## src/rtl/ctrl_packet_initiator_pkg.sv

```systemverilog
// Shared encodings for the control-packet initiator: packet Type bits, ChunkID codes,
// host command codes and the FSM state type.
package ctrl_packet_initiator_pkg;

    localparam int TYPE_DATA_BIT = 0;
    localparam int TYPE_CTRL_BIT = 1;

    localparam logic [1:0] TYPE_IDLE = 2'b00;
    localparam logic [1:0] TYPE_CTRL = 2'b10;

    // ChunkID MSB gives the direction (request vs answer); the lower bits carry the code.
    localparam logic CHUNK_DIR_REQUEST = 1'b1;
    localparam logic CHUNK_DIR_ANSWER  = 1'b0;

    localparam int CP_R_CTRL_READ_REQUEST_32b  = 0;
    localparam int CP_R_CTRL_WRITE_32b         = 1;
    localparam int CP_A_CTRL_READ_RESPONSE_32b = 1;

    localparam logic INSTRUCTION_CMD_READ  = 1'b0;
    localparam logic INSTRUCTION_CMD_WRITE = 1'b1;

    typedef enum logic [1:0] {
        ST_IDLE = 2'd0,
        ST_WAIT = 2'd1,
        ST_RESP = 2'd2
    } state_e;

    function automatic logic is_ctrl_packet(input logic [1:0] pkt_type);
        return pkt_type[TYPE_CTRL_BIT];
    endfunction

endpackage

```

## src/rtl/ctrl_packet_initiator_if.sv

```systemverilog
// Host command/response handshake plus forward (tx) and return (rx) packet buses of the
// control-packet initiator. The slave modport is the initiator's view.
interface ctrl_packet_initiator_if #(
    parameter int DATA_WIDTH     = 512,
    parameter int STREAM_ID_NUM  = 16,
    parameter int CHUNK_ID_NUM   = 32,
    parameter int CHANNEL_ID_NUM = 1024,
    parameter int STATE_WIDTH    = 32
);
    localparam int SIDW = $clog2(STREAM_ID_NUM);
    localparam int CKW  = $clog2(CHUNK_ID_NUM);
    localparam int CHW  = $clog2(CHANNEL_ID_NUM);

    logic                   cmd_valid;
    logic                   cmd_ready;
    logic                   cmd_write;
    logic [CHW-1:0]         cmd_hop;
    logic [STATE_WIDTH-1:0] cmd_addr;
    logic [31:0]            cmd_wdata;

    logic                   rsp_valid;
    logic [31:0]            rsp_rdata;
    logic                   rsp_error;

    logic [DATA_WIDTH-1:0]  tx_Data;
    logic [1:0]             tx_Type;
    logic                   tx_Last;
    logic [SIDW-1:0]        tx_StreamID;
    logic [CKW-1:0]         tx_ChunkID;
    logic [CHW-1:0]         tx_ChannelID;
    logic [STATE_WIDTH-1:0] tx_State;

    logic [DATA_WIDTH-1:0]  rx_Data;
    logic [1:0]             rx_Type;
    logic [CKW-1:0]         rx_ChunkID;
    logic [STATE_WIDTH-1:0] rx_State;

    modport slave (
        input  cmd_valid, cmd_write, cmd_hop, cmd_addr, cmd_wdata,
        output cmd_ready,
        output rsp_valid, rsp_rdata, rsp_error,
        output tx_Data, tx_Type, tx_Last, tx_StreamID, tx_ChunkID, tx_ChannelID, tx_State,
        input  rx_Data, rx_Type, rx_ChunkID, rx_State
    );

    modport master (
        output cmd_valid, cmd_write, cmd_hop, cmd_addr, cmd_wdata,
        input  cmd_ready,
        input  rsp_valid, rsp_rdata, rsp_error,
        input  tx_Data, tx_Type, tx_Last, tx_StreamID, tx_ChunkID, tx_ChannelID, tx_State,
        output rx_Data, rx_Type, rx_ChunkID, rx_State
    );

endinterface

```

## src/rtl/ctrl_packet_initiator.sv

```systemverilog
// Turns host read/write commands into single-beat control packets on the forward path and
// waits (bounded by a timeout) for the matching read response on the return path.
module ctrl_packet_initiator
    import ctrl_packet_initiator_pkg::*;
#(
    parameter int DATA_WIDTH     = 512,
    parameter int STREAM_ID_NUM  = 16,
    parameter int CHUNK_ID_NUM   = 32,
    parameter int CHANNEL_ID_NUM = 1024,
    parameter int STATE_WIDTH    = 32,
    parameter int CTRL_STREAM_ID = 0,
    parameter int TIMEOUT_CYCLES = 1024
) (
    input  logic clk,
    input  logic rst,
    ctrl_packet_initiator_if.slave bus
);

    localparam int SIDW = $clog2(STREAM_ID_NUM);
    localparam int CKW  = $clog2(CHUNK_ID_NUM);
    localparam int CHW  = $clog2(CHANNEL_ID_NUM);
    localparam int NF   = DATA_WIDTH / 32;
    localparam int CNTW = $clog2(TIMEOUT_CYCLES);

    localparam logic [SIDW-1:0] STREAM_ID     = SIDW'(CTRL_STREAM_ID);
    localparam logic [CKW-2:0]  CODE_READ     = CP_R_CTRL_READ_REQUEST_32b[CKW-2:0];
    localparam logic [CKW-2:0]  CODE_WRITE    = CP_R_CTRL_WRITE_32b[CKW-2:0];
    localparam logic [CKW-2:0]  CODE_RESPONSE = CP_A_CTRL_READ_RESPONSE_32b[CKW-2:0];
    localparam logic [CNTW-1:0] CNT_LAST      = CNTW'(TIMEOUT_CYCLES - 1);
    localparam logic [CNTW-1:0] CNT_MAX       = '1;

    state_e                 state_q, state_d;
    logic [CNTW-1:0]        cnt_q, cnt_d;
    logic [STATE_WIDTH-1:0] pend_addr_q, pend_addr_d;

    logic [DATA_WIDTH-1:0]  tx_data_q, tx_data_d;
    logic [1:0]             tx_type_q, tx_type_d;
    logic                   tx_last_q, tx_last_d;
    logic [SIDW-1:0]        tx_stream_id_q, tx_stream_id_d;
    logic [CKW-1:0]         tx_chunk_id_q, tx_chunk_id_d;
    logic [CHW-1:0]         tx_channel_id_q, tx_channel_id_d;
    logic [STATE_WIDTH-1:0] tx_state_q, tx_state_d;

    logic                   rsp_valid_q, rsp_valid_d;
    logic [31:0]            rsp_rdata_q, rsp_rdata_d;
    logic                   rsp_error_q, rsp_error_d;

    logic                   rsp_match;
    logic                   unused_rx;

    // Only the read-response answer for the outstanding address counts; everything else
    // on the return path (data packets, other codes, other addresses) passes by unnoticed.
    assign rsp_match = is_ctrl_packet(bus.rx_Type)
                     && (bus.rx_ChunkID[CKW-1] == CHUNK_DIR_ANSWER)
                     && (bus.rx_ChunkID[CKW-2:0] == CODE_RESPONSE)
                     && (bus.rx_State == pend_addr_q);

    assign unused_rx = ^{bus.rx_Data[DATA_WIDTH-1:32], bus.rx_Type[TYPE_DATA_BIT]};

    always_comb begin
        state_d         = state_q;
        cnt_d           = cnt_q;
        pend_addr_d     = pend_addr_q;
        tx_data_d       = tx_data_q;
        tx_type_d       = TYPE_IDLE;
        tx_last_d       = tx_last_q;
        tx_stream_id_d  = tx_stream_id_q;
        tx_chunk_id_d   = tx_chunk_id_q;
        tx_channel_id_d = tx_channel_id_q;
        tx_state_d      = tx_state_q;
        rsp_valid_d     = 1'b0;
        rsp_rdata_d     = '0;
        rsp_error_d     = 1'b0;

        case (state_q)
            ST_IDLE: begin
                if (bus.cmd_valid) begin
                    tx_type_d       = TYPE_CTRL;
                    tx_last_d       = 1'b1;
                    tx_stream_id_d  = STREAM_ID;
                    tx_channel_id_d = bus.cmd_hop;
                    tx_state_d      = bus.cmd_addr;
                    case (bus.cmd_write)
                        INSTRUCTION_CMD_WRITE: begin
                            tx_chunk_id_d = {CHUNK_DIR_REQUEST, CODE_WRITE};
                            tx_data_d     = {NF{bus.cmd_wdata}};
                            state_d       = ST_RESP;
                            rsp_valid_d   = 1'b1;
                        end
                        default: begin
                            tx_chunk_id_d = {CHUNK_DIR_REQUEST, CODE_READ};
                            tx_data_d     = '0;
                            state_d       = ST_WAIT;
                            pend_addr_d   = bus.cmd_addr;
                            cnt_d         = '0;
                        end
                    endcase
                end
            end

            // A response arriving on the expiry cycle still wins over the timeout.
            ST_WAIT: begin
                if (rsp_match) begin
                    state_d     = ST_RESP;
                    rsp_valid_d = 1'b1;
                    rsp_rdata_d = bus.rx_Data[31:0];
                end else if (cnt_q == CNT_LAST) begin
                    state_d     = ST_RESP;
                    rsp_valid_d = 1'b1;
                    rsp_error_d = 1'b1;
                end else if (cnt_q != CNT_MAX) begin
                    cnt_d = cnt_q + CNTW'(1);
                end
            end

            ST_RESP: begin
                state_d = ST_IDLE;
            end

            default: begin
                state_d = ST_IDLE;
            end
        endcase
    end

    always_ff @(posedge clk or posedge rst) begin
        if (rst) begin
            state_q         <= ST_IDLE;
            cnt_q           <= '0;
            pend_addr_q     <= '0;
            tx_data_q       <= '0;
            tx_type_q       <= TYPE_IDLE;
            tx_last_q       <= 1'b0;
            tx_stream_id_q  <= '0;
            tx_chunk_id_q   <= '0;
            tx_channel_id_q <= '0;
            tx_state_q      <= '0;
            rsp_valid_q     <= 1'b0;
            rsp_rdata_q     <= '0;
            rsp_error_q     <= 1'b0;
        end else begin
            state_q         <= state_d;
            cnt_q           <= cnt_d;
            pend_addr_q     <= pend_addr_d;
            tx_data_q       <= tx_data_d;
            tx_type_q       <= tx_type_d;
            tx_last_q       <= tx_last_d;
            tx_stream_id_q  <= tx_stream_id_d;
            tx_chunk_id_q   <= tx_chunk_id_d;
            tx_channel_id_q <= tx_channel_id_d;
            tx_state_q      <= tx_state_d;
            rsp_valid_q     <= rsp_valid_d;
            rsp_rdata_q     <= rsp_rdata_d;
            rsp_error_q     <= rsp_error_d;
        end
    end

    assign bus.cmd_ready    = (state_q == ST_IDLE);
    assign bus.rsp_valid    = rsp_valid_q;
    assign bus.rsp_rdata    = rsp_rdata_q;
    assign bus.rsp_error    = rsp_error_q;
    assign bus.tx_Data      = tx_data_q;
    assign bus.tx_Type      = tx_type_q;
    assign bus.tx_Last      = tx_last_q;
    assign bus.tx_StreamID  = tx_stream_id_q;
    assign bus.tx_ChunkID   = tx_chunk_id_q;
    assign bus.tx_ChannelID = tx_channel_id_q;
    assign bus.tx_State     = tx_state_q;

endmodule

```

## src/flat_wrapper.sv

```systemverilog
// flat-port wrapper written by rule: the top's interface ports become plain ports
module ctrl_packet_initiator_flat import ctrl_packet_initiator_pkg::*;
#(
    parameter int DATA_WIDTH     = 512,
    parameter int STREAM_ID_NUM  = 16,
    parameter int CHUNK_ID_NUM   = 32,
    parameter int CHANNEL_ID_NUM = 1024,
    parameter int STATE_WIDTH    = 32,
    parameter int CTRL_STREAM_ID = 0,
    parameter int TIMEOUT_CYCLES = 1024
)
  (clk, rst, bus_cmd_valid, bus_cmd_write, bus_cmd_hop, bus_cmd_addr, bus_cmd_wdata, bus_cmd_ready, bus_rsp_valid, bus_rsp_rdata, bus_rsp_error, bus_tx_Data, bus_tx_Type, bus_tx_Last, bus_tx_StreamID, bus_tx_ChunkID, bus_tx_ChannelID, bus_tx_State, bus_rx_Data, bus_rx_Type, bus_rx_ChunkID, bus_rx_State);
  ctrl_packet_initiator_if #(.DATA_WIDTH(DATA_WIDTH), .STREAM_ID_NUM(STREAM_ID_NUM), .CHUNK_ID_NUM(CHUNK_ID_NUM), .CHANNEL_ID_NUM(CHANNEL_ID_NUM), .STATE_WIDTH(STATE_WIDTH)) bus_i ();
  input  logic clk;
  input  logic rst;
  input wire logic [$bits(bus_i.cmd_valid)-1:0] bus_cmd_valid;
  input wire logic [$bits(bus_i.cmd_write)-1:0] bus_cmd_write;
  input wire logic [$bits(bus_i.cmd_hop)-1:0] bus_cmd_hop;
  input wire logic [$bits(bus_i.cmd_addr)-1:0] bus_cmd_addr;
  input wire logic [$bits(bus_i.cmd_wdata)-1:0] bus_cmd_wdata;
  output wire logic [$bits(bus_i.cmd_ready)-1:0] bus_cmd_ready;
  output wire logic [$bits(bus_i.rsp_valid)-1:0] bus_rsp_valid;
  output wire logic [$bits(bus_i.rsp_rdata)-1:0] bus_rsp_rdata;
  output wire logic [$bits(bus_i.rsp_error)-1:0] bus_rsp_error;
  output wire logic [$bits(bus_i.tx_Data)-1:0] bus_tx_Data;
  output wire logic [$bits(bus_i.tx_Type)-1:0] bus_tx_Type;
  output wire logic [$bits(bus_i.tx_Last)-1:0] bus_tx_Last;
  output wire logic [$bits(bus_i.tx_StreamID)-1:0] bus_tx_StreamID;
  output wire logic [$bits(bus_i.tx_ChunkID)-1:0] bus_tx_ChunkID;
  output wire logic [$bits(bus_i.tx_ChannelID)-1:0] bus_tx_ChannelID;
  output wire logic [$bits(bus_i.tx_State)-1:0] bus_tx_State;
  input wire logic [$bits(bus_i.rx_Data)-1:0] bus_rx_Data;
  input wire logic [$bits(bus_i.rx_Type)-1:0] bus_rx_Type;
  input wire logic [$bits(bus_i.rx_ChunkID)-1:0] bus_rx_ChunkID;
  input wire logic [$bits(bus_i.rx_State)-1:0] bus_rx_State;
  assign bus_i.cmd_valid = bus_cmd_valid;
  assign bus_i.cmd_write = bus_cmd_write;
  assign bus_i.cmd_hop = bus_cmd_hop;
  assign bus_i.cmd_addr = bus_cmd_addr;
  assign bus_i.cmd_wdata = bus_cmd_wdata;
  assign bus_cmd_ready = bus_i.cmd_ready;
  assign bus_rsp_valid = bus_i.rsp_valid;
  assign bus_rsp_rdata = bus_i.rsp_rdata;
  assign bus_rsp_error = bus_i.rsp_error;
  assign bus_tx_Data = bus_i.tx_Data;
  assign bus_tx_Type = bus_i.tx_Type;
  assign bus_tx_Last = bus_i.tx_Last;
  assign bus_tx_StreamID = bus_i.tx_StreamID;
  assign bus_tx_ChunkID = bus_i.tx_ChunkID;
  assign bus_tx_ChannelID = bus_i.tx_ChannelID;
  assign bus_tx_State = bus_i.tx_State;
  assign bus_i.rx_Data = bus_rx_Data;
  assign bus_i.rx_Type = bus_rx_Type;
  assign bus_i.rx_ChunkID = bus_rx_ChunkID;
  assign bus_i.rx_State = bus_rx_State;
  ctrl_packet_initiator #(.DATA_WIDTH(DATA_WIDTH), .STREAM_ID_NUM(STREAM_ID_NUM), .CHUNK_ID_NUM(CHUNK_ID_NUM), .CHANNEL_ID_NUM(CHANNEL_ID_NUM), .STATE_WIDTH(STATE_WIDTH), .CTRL_STREAM_ID(CTRL_STREAM_ID), .TIMEOUT_CYCLES(TIMEOUT_CYCLES)) u_core (.clk(clk), .rst(rst), .bus(bus_i));
endmodule
```

## config.mk

```make
export PLATFORM = sky130hd
export DESIGN_NAME = ctrl_packet_initiator_flat
export DESIGN_NICKNAME = d
export VERILOG_FILES = /design/src/rtl/ctrl_packet_initiator_pkg.sv /design/src/rtl/ctrl_packet_initiator_if.sv /design/src/rtl/ctrl_packet_initiator.sv /design/src/flat_wrapper.sv
export SDC_FILE = /design/constraint.sdc
export NUM_CORES = 1
export LEC_CHECK = 0
export ABC_AREA = 1
export CORE_AREA = 2 2 475 477
export DETAILED_ROUTE_END_ITERATION = 8
export DIE_AREA = 0 0 477 479
export GPL_ROUTABILITY_DRIVEN = 0
export PLACE_DENSITY = 0.3
export SLEW_MARGIN = 40
export SYNTH_ARGS = -nofsm -noshare
export SYNTH_HDL_FRONTEND = slang
export SYNTH_SLANG_ARGS = --single-unit
```

## constraint.sdc

```tcl
create_clock -name clk -period 5.6 [get_ports clk]
set_clock_uncertainty 0.2 [all_clocks]
set_input_delay 0.84 -clock clk [delete_from_list [all_inputs] [get_ports clk]]
set_output_delay 0.84 -clock clk [all_outputs]
set_load 0.05 [all_outputs]
```

Fig. 1: run 1, cell outlines without signal wires
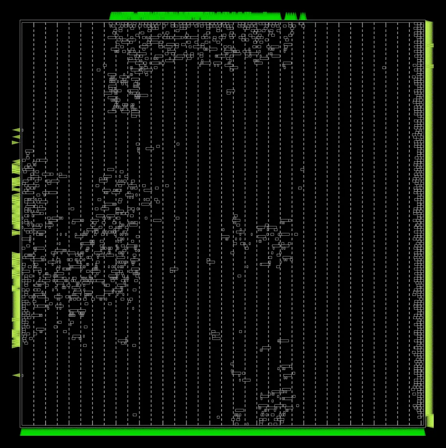
Layout Utilization: 8.372%
Flops: 155
Rows: 174
core box area: 223600 um2
Fill cells: 26050

Fig. 2: run 1, clock network drawn from the DEF
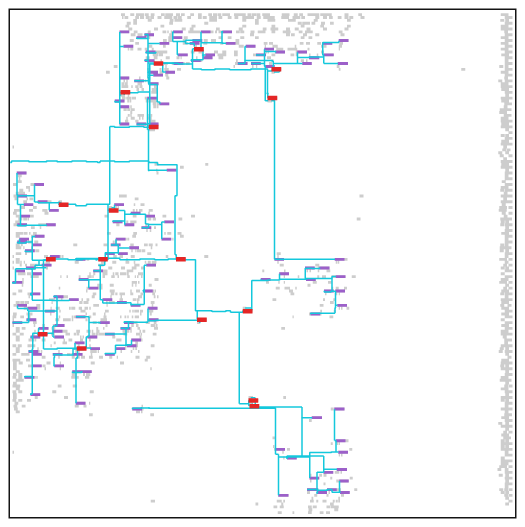
[purple] flip-flops | count: 155
[red] clock-net drivers | count: 17
[cyan] clock wires | length: 4320 um
routed clock nets: 18

Fig. 3: run 1, routed metal per tile
The die is cut into 24 by 24 equal tiles; black is low, pale yellow is high, scaled to the fullest tile. Values are wire area over tile area, all layers added.
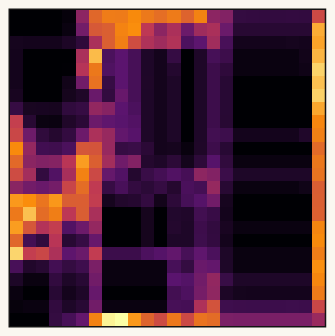
tiles over half the peak: 15%
mean over tiles: 0.053
fullest tile: 0.25

-- run 1: final cells by class --
cell class	instances	area share, %
clock inverter	14	0.8155
timing repair buffer	760	40.36
tap	2992	20.00
multi-input combinational	558	13.92
antenna	6	0.08021
sequential	155	20.81
clock buffer	18	2.346
inverter	79	1.664
-- run 1: worst paths after layout --
check / from / to / cells past startpoint
hold reg to reg: u_core.bus.tx_ChannelID[0] / u_core.bus.tx_ChannelID[0] / 2
setup reg to reg: u_core.state_q[0] / u_core.cnt_q[5] / 9
min in group asynchronous: rst / u_core.bus.rsp_rdata[23] / 2
setup / recovery: u_core.bus.tx_Data[510] / bus_tx_Data[94] / 1
max in group asynchronous: rst / u_core.bus.tx_Data[508] / 3
hold / removal: u_core.bus.tx_ChannelID[0] / u_core.bus.tx_ChannelID[0] / 2
-- run 1: cells in the final DEF, fill, tap and decap left out, types with 4 or more instances in the layout --
master / instances
nand4_1: 11
nand3_1: 49
o21ai_1: 18
nand2_1: 334
inv_1: 64
nor2_1: 27
diode_2: 6
clkbuf_16: 17
inv_2: 13
nor3b_2: 8
conb_1: 8
nor3b_1: 7
nor3_1: 16
and2_1: 4
nand2_2: 4
a21oi_1: 5
dfrtp_1: 144
inv_6: 5
dfrtp_2: 10
nor3_2: 10
clkdlybuf4s50_1: 737
o21ai_0: 29
buf_4: 19
xnor2_1: 12
-- run 1: registers in the layout, indices dropped and copies added (netlist names) --
signal	flops
u_core.bus.tx_ChannelID	10
u_core.bus.tx_ChunkID	1
u_core.bus.rsp_valid	1
u_core.bus.rsp_error	1
u_core.bus.rsp_rdata	32
u_core.bus.tx_Type	1
u_core.bus.tx_Last	1
u_core.state_q	2
u_core.bus.tx_State	32
u_core.bus.tx_Data	32
u_core.pend_addr_q	32
u_core.cnt_q	10
-- run 1: synth_stat cells, types with 2 or more instances --
library cell,number,area [um2]
nand3_1,49,245.2
nand4_1,11,68.82
nor3b_2,8,100.1
o2111ai_1,3,26.28
nand2_2,3,18.77
o21ai_1,18,90.09
nor3_2,10,100.1
buf_4,490,3679
nor3_1,16,80.08
o21ai_0,29,145.1
buf_6,2,22.52
a21oi_1,5,25.02
and2_1,4,25.02
nand2_1,335,1257
dfrtp_1,155,3879
nor2_4,3,33.78
nor2_1,27,101.4
nand3_2,3,30.03
buf_2,8,40.04
inv_1,65,244.0
inv_2,14,52.55
nor3b_1,7,52.55
xnor2_1,12,105.1
clkbuf_1,19,71.32
buf_1,3,11.26
-- run 1: metal layers --
layer | track usage (%) | vias up | share of wire, %
li1 | - | 4069 | -
met1 | 6.764 | 4085 | 38
met2 | 11.40 | 662 | 50
met3 | 2.326 | 149 | 9.0
met4 | 1.727 | 16 | 2.5
met5 | 0 | - | 0.15
-- run 1: kinds of logic after synthesis --
family / synth area share [%]
xor+xnor: 0.9937
other cells: 0.03546
flops: 36.67
simple gates: 20.51
buf+inv: 38.96
compound gates: 2.709
fa+ha+maj: 0.1183
==> impl_metrics.ini, run 1 <==
; implementation run metrics
[outcome]
status = completed

[synthesis]
ff_type = dfrtp_1
ys_cells = 1307
synthCells = 1307
yosys_warnings = 0
ys_seq_share_pct = 36.67
avgSynthCellArea_um2 = 8.092

[worst_hold_path]
min_path_type = flip-flop to flip-flop

[clock_network]
ctsHtreeMaxLevel = 4
insertion_delay_ns = 0.51
root_buffer = clkbuf_16
clk_pin_slew_ns = 0.08
cts_resized = 0
cts_buffer_depth = 2
numCtsBuffers = 17
cts_setup_buffers = 0
clkSinkCount = 155
cts_tree = done

[finish]
logic_area_um2 = 2606
stdcell_area_um2 = 18720
final_cells = 4582
area_growth_pct = 76.98
finalNetCount = 2201
drive_gt1_share_pct = 7.197
seqCellArea_um2 = 3895

[sta]
relSlewSlack_pct = 46.72
hold_viol = 0
setup_viol = 0
fin_crit_ns = 3.512
drv_slew = 0
fmax_mhz = 284.7
whs_ns = 0.2726
worst_slew_pin_slew_ns = 0.7967
finalCritPeriodShare_pct = 62.72
postLayoutSetupSlackWorst_ns = 2.088
finalSetupTns_ns = 0

[setup_path]
required_ns = 4.56
crit_chain = clkdlybuf4s50_1
worst-setup-path-type = flip-flop to output port
worst-path-max-fanout = 17
cpPeakStageDelay_ns = 1.11
critPathSlowestCell = clkdlybuf4s50_1
start_kind = flip-flop
worstSetupEndpointType = output port
arrival_ns = 2.47

[die]
dieArea_um2 = 228500
die_h_um = 479
die_w_um = 477
initial_core_util_pct = 4.730
ioPinCount = 1230

[routing]
first_iter_violations = 315
wl_per_cell_um = 16.05
ant_nets = 0
via_per_inst = 1.960
drtPass1Iterations = 5

[placed_design]
place_area_um2 = 18110
dp.cells = 4544
io_buffers = 740
pre_cts_ws_ns = 1.447
dpl.hpwl_mm = 59.71

[global_routing]
grt.overflow.total = 0
grt_max_degree = 100
first_global_vias = 8462
grt_pass1_wl_mm = 91.98
antenna_found_initial = 67

[job]
drv_cap = 0
warning_count = 507
==> run 1 -> run 2 <==
--- a/config.mk
+++ b/config.mk
@@ -6,9 +6,9 @@
 export NUM_CORES = 1
 export LEC_CHECK = 0
 export ABC_AREA = 1
-export CORE_AREA = 2 2 475 477
+export CORE_AREA = 2 2 474 476
 export DETAILED_ROUTE_END_ITERATION = 8
-export DIE_AREA = 0 0 477 479
+export DIE_AREA = 0 0 476 478
 export GPL_ROUTABILITY_DRIVEN = 0
 export PLACE_DENSITY = 0.3
 export SLEW_MARGIN = 40
==> constraint.sdc (replaced) <==
create_clock -name clk -period 3.18 [get_ports clk]
set_clock_uncertainty 0.2 [all_clocks]
set_input_delay 0.477 -clock clk [delete_from_list [all_inputs] [get_ports clk]]
set_output_delay 0.477 -clock clk [all_outputs]
set_load 0.05 [all_outputs]
Fig. 4: run 2, routed metal per tile
The die is cut into 24 by 24 equal tiles; black is low, pale yellow is high, scaled to the fullest tile. Values are wire area over tile area, all layers added.
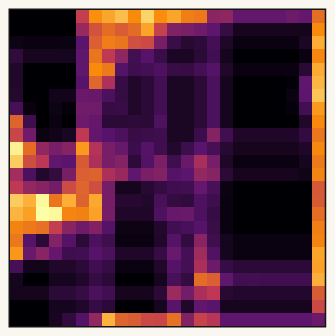
emptiest ninth of the die: east
nearly empty tiles: 15%
fullest tile: 0.23
mean over tiles: 0.053

==> run 2 against run 1 <==
- non-clock buffer count is 23 higher
- critical path depth stayed put
- die area is 0.42% lower
- utilization hardly changed
- largest cell class unchanged
==> impl_metrics.ini, run 2 <==
; implementation run metrics
[die]
die_w_um = 476
dieArea_um2 = 227500
initial_core_util_pct = 4.740
die_h_um = 478
ioPinCount = 1230

[routing]
first_iter_violations = 358

[synthesis]
ys_seq_share_pct = 36.67
area_leaders = dfrtp_1 37%, buf_4 35%, nand2_1 12%
top_cells_by_count = 490 x buf_4, 335 x nand2_1, 155 x dfrtp_1
ys_cells = 1307
top_area_cell = dfrtp_1
ff_type = dfrtp_1
yosysTopAreaCellShare_pct = 36.67
synthCells = 1307
synth.most_common_cell = buf_4

[global_routing]
grt_max_degree = 82
grt.overflow.total = 0
antenna_found_initial = 71
grt_pass1_wl_mm = 89.94

[sta]
worst_slew_pin_slew_ns = 0.7848
finalCritPeriodShare_pct = 94.62
finalSetupTns_ns = 0
fmax_mhz = 332.3
fin_crit_ns = 3.009
drv_slew = 0
hold_viol = 0

[clock_network]
numCtsBuffers = 17
cts_tree = done
cts_resized = 0
root_buffer = clkbuf_16

[outcome]
status = completed

[setup_path]
cpPeakStageDelay_ns = 0.96
worst-setup-path-type = flip-flop to output port
required_ns = 2.50
critPathSlowestCell = clkdlybuf4s50_1
crit_chain = clkdlybuf4s50_1
worstSetupEndpointType = output port
critical_path_cell_count = 1

[job]
drv_cap = 0
## run 2: cell counts after synthesis
Identical to the previous run, type by type.
## run 2: through the flow
step | cell area, um2 | cells | utilization, % | setup slack (ns)
2_1_floorplan | 10610 | 1314 | - | 0.5441
3_3_place_gp | 18110 | 4567 | 8.114 | 0.2293
3_5_place_dp | 18110 | 4567 | 8.115 | 0.2556
4_1_cts | 18670 | 4599 | 8.366 | 0.0009017
5_1_grt | 18680 | 4600 | 8.369 | 0.06613
6_report | 18710 | 4612 | 8.382 | 0.1710
## run 2: area by class of cell
type                       instances  area, um2
fill                           25940     204400
timing repair buffer             783       7577
sequential                       155       3885
tap                             2992       3744
multi-input combinational        558       2604
clock buffer                      17      425.4
inverter                          79      302.8
clock inverter                    15      135.1
antenna                           13      32.53
## run 2: cells by family after synthesis
logic type	synth area share [%]
fa+ha+maj	0.1183
other cells	0.03546
flops	36.67
buf+inv	38.96
simple gates	20.51
compound gates	2.709
xor+xnor	0.9937
## run 2: routing by layer
| metal | global-route usage [%] | part of all wire, % |
|---|---|---|
| met5 | 0 | 0.16 |
| met4 | 1.036 | 1.6 |
| met3 | 2.309 | 9.6 |
| met2 | 11.68 | 51 |
| met1 | 6.766 | 38 |
## run 2: path summary, 6_finish.rpt
path | from | end | slack, ns
setup / recovery | u_core.bus.tx_Data[484] | bus_tx_Data[228] | 0.17
hold / removal | rst | u_core.pend_addr_q[15] | 0.07
setup reg to reg | u_core.pend_addr_q[11] | u_core.cnt_q[2] | 0.85
hold reg to reg | u_core.bus.tx_ChannelID[0] | u_core.bus.tx_ChannelID[0] | 0.28
max in group asynchronous | rst | u_core.bus.tx_ChannelID[5] | 1.88
min in group clk | bus_cmd_write | u_core.bus.tx_Data[488] | 0.27
